### src/rtl/jtag_dtm.sv
// JTAG Debug Transport Module (RISC-V Debug 0.13).
// The JTAG pins are oversampled in the system clock domain. The module runs the TAP,
// the IR, the IDCODE/DTMCS/DMI/BYPASS data registers and the DMI initiator handshake.
module jtag_dtm #(
   parameter int unsigned AddressWidth = 7,
   parameter logic [31:0] IdCode       = 32'h1000_0A6F,
   parameter int unsigned SyncStages   = 2,
   parameter int unsigned IdleCycles   = 1
) (
   input  logic                    clk,
   input  logic                    rst,
   input  logic                    tck,
   input  logic                    tms,
   input  logic                    tdi,
   output logic                    tdo,
   output logic                    tdo_oe,
   output logic                    dmi_req_valid,
   input  logic                    dmi_req_ready,
   output logic [AddressWidth-1:0] dmi_req_addr,
   output logic [31:0]             dmi_req_data,
   output logic [1:0]              dmi_req_op,
   input  logic                    dmi_rsp_valid,
   output logic                    dmi_rsp_ready,
   input  logic [31:0]             dmi_rsp_data,
   input  logic [1:0]              dmi_rsp_op
);

   localparam int unsigned DmiWidth = AddressWidth + 34;
   localparam int unsigned DrWidth  = (DmiWidth > 32) ? DmiWidth : 32;

   // IEEE 1149.1 TAP states
   localparam logic [3:0] TLR      = 4'd0;
   localparam logic [3:0] RTI      = 4'd1;
   localparam logic [3:0] SEL_DR   = 4'd2;
   localparam logic [3:0] CAP_DR   = 4'd3;
   localparam logic [3:0] SHIFT_DR = 4'd4;
   localparam logic [3:0] EXIT1_DR = 4'd5;
   localparam logic [3:0] PAUSE_DR = 4'd6;
   localparam logic [3:0] EXIT2_DR = 4'd7;
   localparam logic [3:0] UPD_DR   = 4'd8;
   localparam logic [3:0] SEL_IR   = 4'd9;
   localparam logic [3:0] CAP_IR   = 4'd10;
   localparam logic [3:0] SHIFT_IR = 4'd11;
   localparam logic [3:0] EXIT1_IR = 4'd12;
   localparam logic [3:0] PAUSE_IR = 4'd13;
   localparam logic [3:0] EXIT2_IR = 4'd14;
   localparam logic [3:0] UPD_IR   = 4'd15;

   localparam logic [4:0] IR_IDCODE = 5'h01;
   localparam logic [4:0] IR_DTMCS  = 5'h10;
   localparam logic [4:0] IR_DMI    = 5'h11;

   logic [SyncStages-1:0] tck_sync;
   logic [SyncStages-1:0] tms_sync;
   logic [SyncStages-1:0] tdi_sync;
   logic                  tck_q;
   logic                  tck_s;
   logic                  tms_s;
   logic                  tdi_s;
   logic                  tck_rise;
   logic                  tck_fall;

   logic [3:0]            tap_state;
   logic [4:0]            ir;
   logic [4:0]            ir_sr;
   logic [DrWidth-1:0]    dr_sr;
   logic [DrWidth-1:0]    dr_capture;
   logic [DrWidth-1:0]    dr_shifted;

   logic                  busy;
   logic                  discard;
   logic [1:0]            sticky;
   logic [31:0]           rd_data;

   logic                  rsp_accept;
   logic                  rsp_drop;
   logic                  busy_rsp;
   logic [1:0]            sticky_rsp;
   logic [31:0]           rd_data_rsp;
   logic [1:0]            cap_op;
   logic [31:0]           dtmcs_value;

   logic [1:0]              dr_op;
   logic [31:0]             dr_data;
   logic [AddressWidth-1:0] dr_addr;
   logic                    dr_rw;

   logic                    busy_n;
   logic                    discard_n;
   logic [1:0]              sticky_n;
   logic [31:0]             rd_data_n;
   logic                    valid_n;
   logic [AddressWidth-1:0] addr_n;
   logic [31:0]             data_n;
   logic [1:0]              op_n;

   function automatic logic [3:0] tap_next(input logic [3:0] s, input logic m);
      case (s)
         TLR:      tap_next = m ? TLR      : RTI;
         RTI:      tap_next = m ? SEL_DR   : RTI;
         SEL_DR:   tap_next = m ? SEL_IR   : CAP_DR;
         CAP_DR:   tap_next = m ? EXIT1_DR : SHIFT_DR;
         SHIFT_DR: tap_next = m ? EXIT1_DR : SHIFT_DR;
         EXIT1_DR: tap_next = m ? UPD_DR   : PAUSE_DR;
         PAUSE_DR: tap_next = m ? EXIT2_DR : PAUSE_DR;
         EXIT2_DR: tap_next = m ? UPD_DR   : SHIFT_DR;
         UPD_DR:   tap_next = m ? SEL_DR   : RTI;
         SEL_IR:   tap_next = m ? TLR      : CAP_IR;
         CAP_IR:   tap_next = m ? EXIT1_IR : SHIFT_IR;
         SHIFT_IR: tap_next = m ? EXIT1_IR : SHIFT_IR;
         EXIT1_IR: tap_next = m ? UPD_IR   : PAUSE_IR;
         PAUSE_IR: tap_next = m ? EXIT2_IR : PAUSE_IR;
         EXIT2_IR: tap_next = m ? UPD_IR   : SHIFT_IR;
         UPD_IR:   tap_next = m ? SEL_DR   : RTI;
         default:  tap_next = TLR;
      endcase
   endfunction

   assign tck_s    = tck_sync[SyncStages-1];
   assign tms_s    = tms_sync[SyncStages-1];
   assign tdi_s    = tdi_sync[SyncStages-1];
   assign tck_rise = tck_s & ~tck_q;
   assign tck_fall = ~tck_s & tck_q;

   assign dmi_rsp_ready = 1'b1;

   // Bring the asynchronous pins into clk and keep one extra tck sample for edge detection
   always_ff @(posedge clk or posedge rst) begin
      if (rst) begin
         tck_sync <= '0;
         tms_sync <= '0;
         tdi_sync <= '0;
         tck_q    <= 1'b0;
      end else begin
         tck_sync <= {tck_sync[SyncStages-2:0], tck};
         tms_sync <= {tms_sync[SyncStages-2:0], tms};
         tdi_sync <= {tdi_sync[SyncStages-2:0], tdi};
         tck_q    <= tck_s;
      end
   end

   // TAP state advances on every synchronized TCK rise
   always_ff @(posedge clk or posedge rst) begin
      if (rst) begin
         tap_state <= TLR;
      end else if (tck_rise) begin
         tap_state <= tap_next(tap_state, tms_s);
      end
   end

   // Instruction register: capture, shift and update; Test-Logic-Reset restores IDCODE
   always_ff @(posedge clk or posedge rst) begin
      if (rst) begin
         ir    <= IR_IDCODE;
         ir_sr <= 5'b00001;
      end else if (tap_state == TLR) begin
         ir <= IR_IDCODE;
      end else if (tck_rise) begin
         case (tap_state)
            CAP_IR:   ir_sr <= 5'b00001;
            SHIFT_IR: ir_sr <= {tdi_s, ir_sr[4:1]};
            UPD_IR:   ir    <= ir_sr;
            default:  ;
         endcase
      end
   end

   // Response handling is resolved first so that Capture-DR and DTMCS writes see its effect
   assign rsp_drop    = dmi_rsp_valid & discard & ~dmi_req_valid;
   assign rsp_accept  = dmi_rsp_valid & busy & ~dmi_req_valid & ~discard;
   assign busy_rsp    = busy & ~rsp_accept & ~rsp_drop;
   assign rd_data_rsp = (rsp_accept && dmi_rsp_op == 2'd0) ? dmi_rsp_data : rd_data;
   assign sticky_rsp  = (rsp_accept && dmi_rsp_op[1] && sticky == 2'd0) ? dmi_rsp_op : sticky;
   assign cap_op      = busy_rsp ? 2'd3 : sticky_rsp;
   assign dtmcs_value = {17'd0, 3'(IdleCycles), sticky_rsp, 6'(AddressWidth), 4'd1};

   assign dr_op   = dr_sr[1:0];
   assign dr_data = dr_sr[33:2];
   assign dr_addr = dr_sr[DmiWidth-1:34];
   assign dr_rw   = (dr_op == 2'd1) || (dr_op == 2'd2);

   // Value loaded into the selected data register at Capture-DR
   always_comb begin
      dr_capture = '0;
      unique case (ir)
         IR_IDCODE: dr_capture[31:0]         = IdCode;
         IR_DTMCS:  dr_capture[31:0]         = dtmcs_value;
         IR_DMI:    dr_capture[DmiWidth-1:0] = {dmi_req_addr, rd_data_rsp, cap_op};
         default:   dr_capture               = '0;
      endcase
   end

   // One Shift-DR step: LSB leaves, tdi enters at the MSB of the selected register
   always_comb begin
      dr_shifted = dr_sr >> 1;
      unique case (ir)
         IR_IDCODE, IR_DTMCS: dr_shifted[31]          = tdi_s;
         IR_DMI:              dr_shifted[DmiWidth-1] = tdi_s;
         default:             dr_shifted             = {{(DrWidth-1){1'b0}}, tdi_s};
      endcase
   end

   // Shared data register for IDCODE, DTMCS, DMI and BYPASS
   always_ff @(posedge clk or posedge rst) begin
      if (rst) begin
         dr_sr <= '0;
      end else if (tck_rise) begin
         if (tap_state == CAP_DR) begin
            dr_sr <= dr_capture;
         end else if (tap_state == SHIFT_DR) begin
            dr_sr <= dr_shifted;
         end
      end
   end

   // TDO and its enable change on the falling TCK edge
   always_ff @(posedge clk or posedge rst) begin
      if (rst) begin
         tdo    <= 1'b0;
         tdo_oe <= 1'b0;
      end else if (tap_state == TLR) begin
         tdo    <= 1'b0;
         tdo_oe <= 1'b0;
      end else if (tck_fall) begin
         tdo_oe <= (tap_state == SHIFT_IR) || (tap_state == SHIFT_DR);
         tdo    <= (tap_state == SHIFT_IR) ? ir_sr[0] : dr_sr[0];
      end
   end

   // Next state of the DMI initiator: handshake, sticky status and DTMCS resets
   always_comb begin
      busy_n    = busy_rsp;
      discard_n = discard & ~rsp_drop;
      sticky_n  = sticky_rsp;
      rd_data_n = rd_data_rsp;
      valid_n   = dmi_req_valid & ~dmi_req_ready;
      addr_n    = dmi_req_addr;
      data_n    = dmi_req_data;
      op_n      = dmi_req_op;

      if (tck_rise && tap_state == CAP_DR && ir == IR_DMI) begin
         if (busy_rsp && sticky_n == 2'd0) begin
            sticky_n = 2'd3;
         end
      end

      if (tck_rise && tap_state == UPD_DR) begin
         if (ir == IR_DMI && dr_rw) begin
            if (busy_rsp) begin
               if (sticky_n == 2'd0) begin
                  sticky_n = 2'd3;
               end
            end else if (sticky_n == 2'd0) begin
               valid_n = 1'b1;
               busy_n  = 1'b1;
               addr_n  = dr_addr;
               data_n  = dr_data;
               op_n    = dr_op;
            end
         end else if (ir == IR_DTMCS) begin
            if (dr_sr[16] || dr_sr[17]) begin
               sticky_n = 2'd0;
            end
            // A request not yet accepted is withdrawn; an accepted one has its response dropped
            if (dr_sr[17]) begin
               valid_n   = 1'b0;
               busy_n    = 1'b0;
               discard_n = busy_rsp & ~dmi_req_valid;
            end
         end
      end

      // Test-Logic-Reset lets an in-flight transaction finish but forgets its result
      if (tap_state == TLR) begin
         sticky_n  = 2'd0;
         rd_data_n = '0;
         discard_n = discard_n | busy_n;
      end
   end

   // DMI initiator registers
   always_ff @(posedge clk or posedge rst) begin
      if (rst) begin
         busy          <= 1'b0;
         discard       <= 1'b0;
         sticky        <= 2'd0;
         rd_data       <= '0;
         dmi_req_valid <= 1'b0;
         dmi_req_addr  <= '0;
         dmi_req_data  <= '0;
         dmi_req_op    <= 2'd0;
      end else begin
         busy          <= busy_n;
         discard       <= discard_n;
         sticky        <= sticky_n;
         rd_data       <= rd_data_n;
         dmi_req_valid <= valid_n;
         dmi_req_addr  <= addr_n;
         dmi_req_data  <= data_n;
         dmi_req_op    <= op_n;
      end
   end

endmodule

### config.mk
export PLATFORM = sky130hd
export DESIGN_NAME = jtag_dtm
export DESIGN_NICKNAME = d
export VERILOG_FILES = /design/src/rtl/jtag_dtm.sv
export SDC_FILE = /design/constraint.sdc
export NUM_CORES = 1
export LEC_CHECK = 0
export CORE_ASPECT_RATIO = 1.25
export CORE_MARGIN = 3
export CORE_UTILIZATION = 40
export DETAILED_ROUTE_END_ITERATION = 12
export PLACE_DENSITY = 0.66
export SKIP_CTS_REPAIR_TIMING = 1
export SLEW_MARGIN = 40
export SYNTH_ARGS = -nofsm -noshare
export SYNTH_HDL_FRONTEND = slang
export SYNTH_SLANG_ARGS = --single-unit
### constraint.sdc
create_clock -name clk -period 4.66 [get_ports clk]
set_clock_uncertainty 0.1 [all_clocks]
set_input_delay 0.932 -clock clk [delete_from_list [all_inputs] [get_ports clk]]
set_output_delay 0.932 -clock clk [all_outputs]
set_load 0.01 [all_outputs]
### Routing congestion map

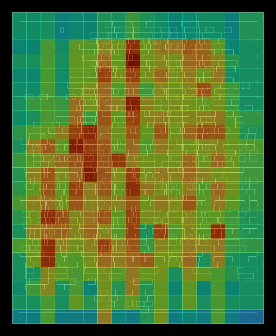
final core occ: 50.8%
met2 Track Usage GR: 31.1%
wire per inst: 17.9 µm

### Signal wires by layer

Bar = 20 µm.
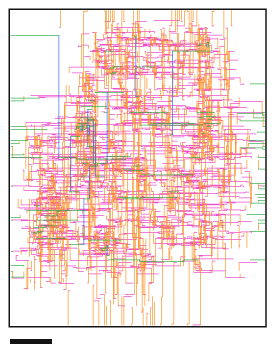
| colour | layer | wire length |
|---|---|---|
| magenta | M1 | 7,280 µm |
| blue | M4 | 301 µm |
| green | M3 | 802 µm |
| orange | M2 | 8,300 µm |

### Signal metal coverage by tile

Bar = 20 µm. 24 x 30 tiles, from dark blue (low) to red (high), scaled to the fullest tile. Values are wire area over tile area, all layers added.
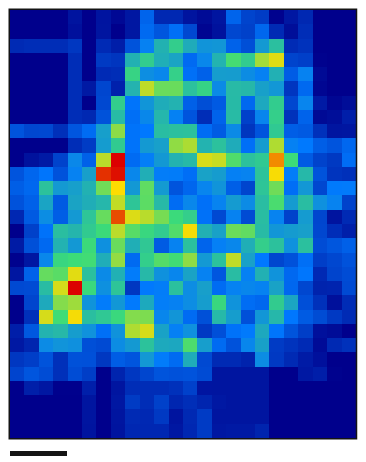
fullest tile: 0.64
tiles over half the peak: 8.2%
mean over tiles: 0.14
nearly empty tiles: 17%
emptiest ninth of the die: upper left

### Placement by cell class

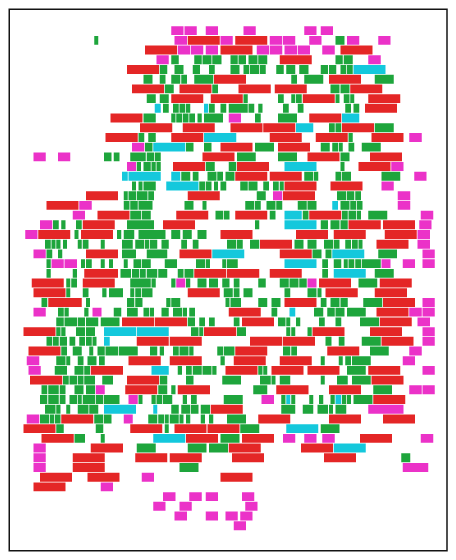
| colour | class | cells | share of their area |
|---|---|---|---|
| cyan | clock drivers and dummy loads | 31 | 6.6% |
| magenta | remaining buffers and delay cells | 95 | 12% |
| green | remaining logic cells | 447 | 37% |
| red | sequential cells | 142 | 44% |

### Register map, names as in the netlist

Bar = 20 µm. Other sequential cells in the stronger grey, the rest of the logic in the fainter grey.
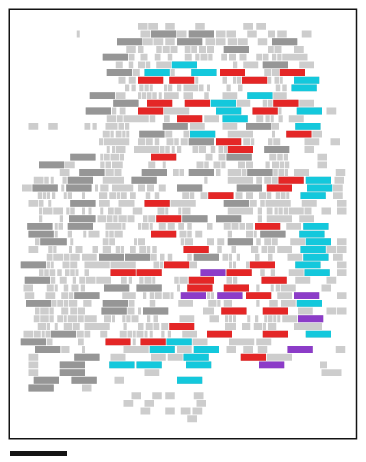
| colour | netlist name | placed flops |
|---|---|---|
| cyan | dmi_req_data | 32 |
| red | dr_sr | 41 |
| purple | dmi_req_addr | 7 |

==> flow_summary_export.csv <==
group,metric,value,unit
final_layout,drive_gt1_share,13.4,%
power_and_ir_drop,power_frac_comb,19.1,%
final_layout,nFillCells,1495,
setup_path,crit_slowest_cell,"nand4_4",
worst_hold_path,hold_depth,0,
setup_path,end_kind,"register",
worst_hold_path,hp-start,"tdi_sync[0]$_DFF_PP0_",
floorplanning,die_w,122,µm
setup_path,crit_path_max_fanout,27,
power_and_ir_drop,p_switching,1.14,mW
setup_path,start_kind,"register",
final_layout,sh_seq_area,42.7,%
final_timing,hold_viol,0,
setup_path,rr_startpoint,"tap_state[1]$_DFFE_PP0P_",
status,status,"complete, no violations",
placement,place_hpwl,11.1,mm
final_layout,final_cell_mix,"140 x dfrtp_1, 84 x clkdlybuf4s50_1, 61 x nor2_1",
routing,vias,5211,
synthesis,ys_seq_share,52.6,%
power_and_ir_drop,ir_drop,0.278,mV
synthesis,ys_ff,142,
floorplanning,tap_cells,216,
final_layout,clk_share,6.35,%
global_route,grtUsageMet3,4.30,%
synthesis,ys_async_sr_fraction,100,%
synthesis,yosysUniqueCellTypes,55,
worst_hold_path,hold_path_class,"reg2reg",
setup_path,timing.rr.end,"dmi_req_data[30]$_DFFE_PP0P_",
setup_path,path_class,"reg2reg",
global_route,grt-busiest-layer,"met2",
job,drv_cap,0,
clocking,cts_root_buf,"clkbuf_16",
clocking,path_clk_slew,60,ps
final_layout,num-clock-buffers,24,
final_layout,largest_cell_class,"flip-flops and latches",
global_route,grt_antenna_before_repair,0,
global_route,grt_pass1_wl,26.9,mm
synthesis,syn_inst,638,
synthesis,ff_type,"dfrtp_1",
placement,portBuffers,84,
floorplanning,fp_util,41.2,%
clocking,h-tree-depth,4,
clocking,cts_made_buffers,17,
final_timing,setup_violations,0,
synthesis,netlist_area,6760,µm²
synthesis,synth-adder-area-share,0,%
final_timing,relSlewSlack,49.8,%
clocking,clock.latency.late_pin,420,ps
synthesis,ys_sh_mux,9.30,%
synthesis,yosysWarningCount,0,
final_timing,finalClockPeriodUsage,65.6,%
synthesis,yosysChipArea,6760,µm²
clocking,cts_tree,"built",
global_route,grt_max_degree,143,
power_and_ir_drop,internal-power,2.42,mW
final_layout,stdcell_area,8330,µm²
worst_hold_path,min_to,"tdi_sync[1]$_DFF_PP0_",
floorplanning,chipArea,18500,µm²
final_timing,setup-tns-final,0,ps
synthesis,yosys_cells,638,
final_layout,buf_share,11.5,%
power_and_ir_drop,p_leak,3.73,nW
power_and_ir_drop,clkPwrFrac,34.2,%
final_layout,syn_to_final_growth,23.3,%
final_layout,seq_cell_count,142,
final_layout,logic_area,2990,µm²
final_layout,buffers,95,
routing,drt_wl_total,16.7,mm
routing,vias_per_cell,5.60,
routing,drcViolationCount,0,
setup_path,path_depth,6,
synthesis,synth_nets,679,
final_layout,mostFrequentLayoutCell,"dfrtp_1",
job,warnings,27,
setup_path,critPathTopFamily,"simple AND/OR/NAND/NOR gates",
setup_path,worstSetupEndpoint,"dmi_req_data[30]$_DFFE_PP0P_",
setup_path,ff2ff_path_depth,6,
routing,first_pass_iters,5,
routing,ant_nets,0,
synthesis,ys_sh_xor,0.389,%
power_and_ir_drop,p_per_area,428,nW/µm²
synthesis,aoi_share,20.4,%
setup_path,crit_chain,"nor4b_1, buf_4, and3_1, nand4_4, buf_4, mux2_4",
setup_path,max_stage_delay,610,ps
setup_path,ff2ff_setup_slack,1600,ps
floorplanning,core_region_area,16400,µm²
final_layout,nets,744,
final_layout,seq_area,3560,µm²
synthesis,top_logic_kind,"AND-OR/OR-AND gates",
setup_path,cpMostUsedCell,"buf_4",
global_route,grtUsageMet1,24.5,%
placement,gp_congestion,0.807,
global_route,grt_usage,18.8,%
power_and_ir_drop,seqPwrFrac,46.8,%
final_layout,nNonClkInverters,7,
-- synthesized netlist by cell type (all sizes together), types with 3 or more instances --
library cell | instances | area share [%]
a211oi | 9 | 1.0
a21boi | 28 | 3.1
a21o | 3 | 0.33
a21oi | 59 | 4.4
a221oi | 8 | 1.0
a22oi | 3 | 0.33
a31oi | 5 | 0.46
and3 | 33 | 3.1
buf | 12 | 1.3
clkbuf | 37 | 2.1
dfrtp | 140 | 52
inv | 7 | 0.39
mux2 | 41 | 9.0
nand2 | 37 | 2.1
nand2b | 5 | 0.46
nand3 | 3 | 0.22
nor2 | 62 | 3.4
nor2b | 5 | 0.46
nor3 | 7 | 0.52
o211ai | 8 | 0.89
o21a | 27 | 3.0
o21ai | 48 | 3.6
o221ai | 3 | 0.39
o31ai | 6 | 0.67
or3 | 6 | 0.56
-- power groups by stage --
stage | registers [mW] | logic (mW) | clock network (mW)
after detailed placement | 1.69 | 0.672 | 0
after global placement | 1.67 | 0.646 | 0
after CTS | 1.67 | 0.676 | 1.24
after global routing | 1.70 | 0.764 | 1.30
final | 1.67 | 0.679 | 1.22
after floorplan | 1.55 | 0.544 | 0
-- metrics by stage --
stage               std cells  util, %  total power, mW  worst slack, ps  hold WS (ps)
global placement          899     47.3             2.32             1270           234
CTS                       930     50.6             3.58             1580           252
floorplan                 638        -             2.09             1850           231
global route              931     50.8             3.76             1440           261
detailed placement        899     47.4             2.36             1200           239
finish                    931     50.8             3.56             1600           250
-- sequential cells by signal, indices dropped and copies added (netlist names), 4 cells and up --
register,count
dmi_req_data,32
ir_sr,5
ir,5
dr_sr,41
tap_state,4
dmi_req_addr,7
rd_data,32
-- routing by layer --
layer	vias up	wire, µm
li1	2429	-
met1	2569	7280
met2	183	8300
met3	30	802
met4	0	300
met5	-	0
No activity file was given, so power comes from the tool's default toggle rates.
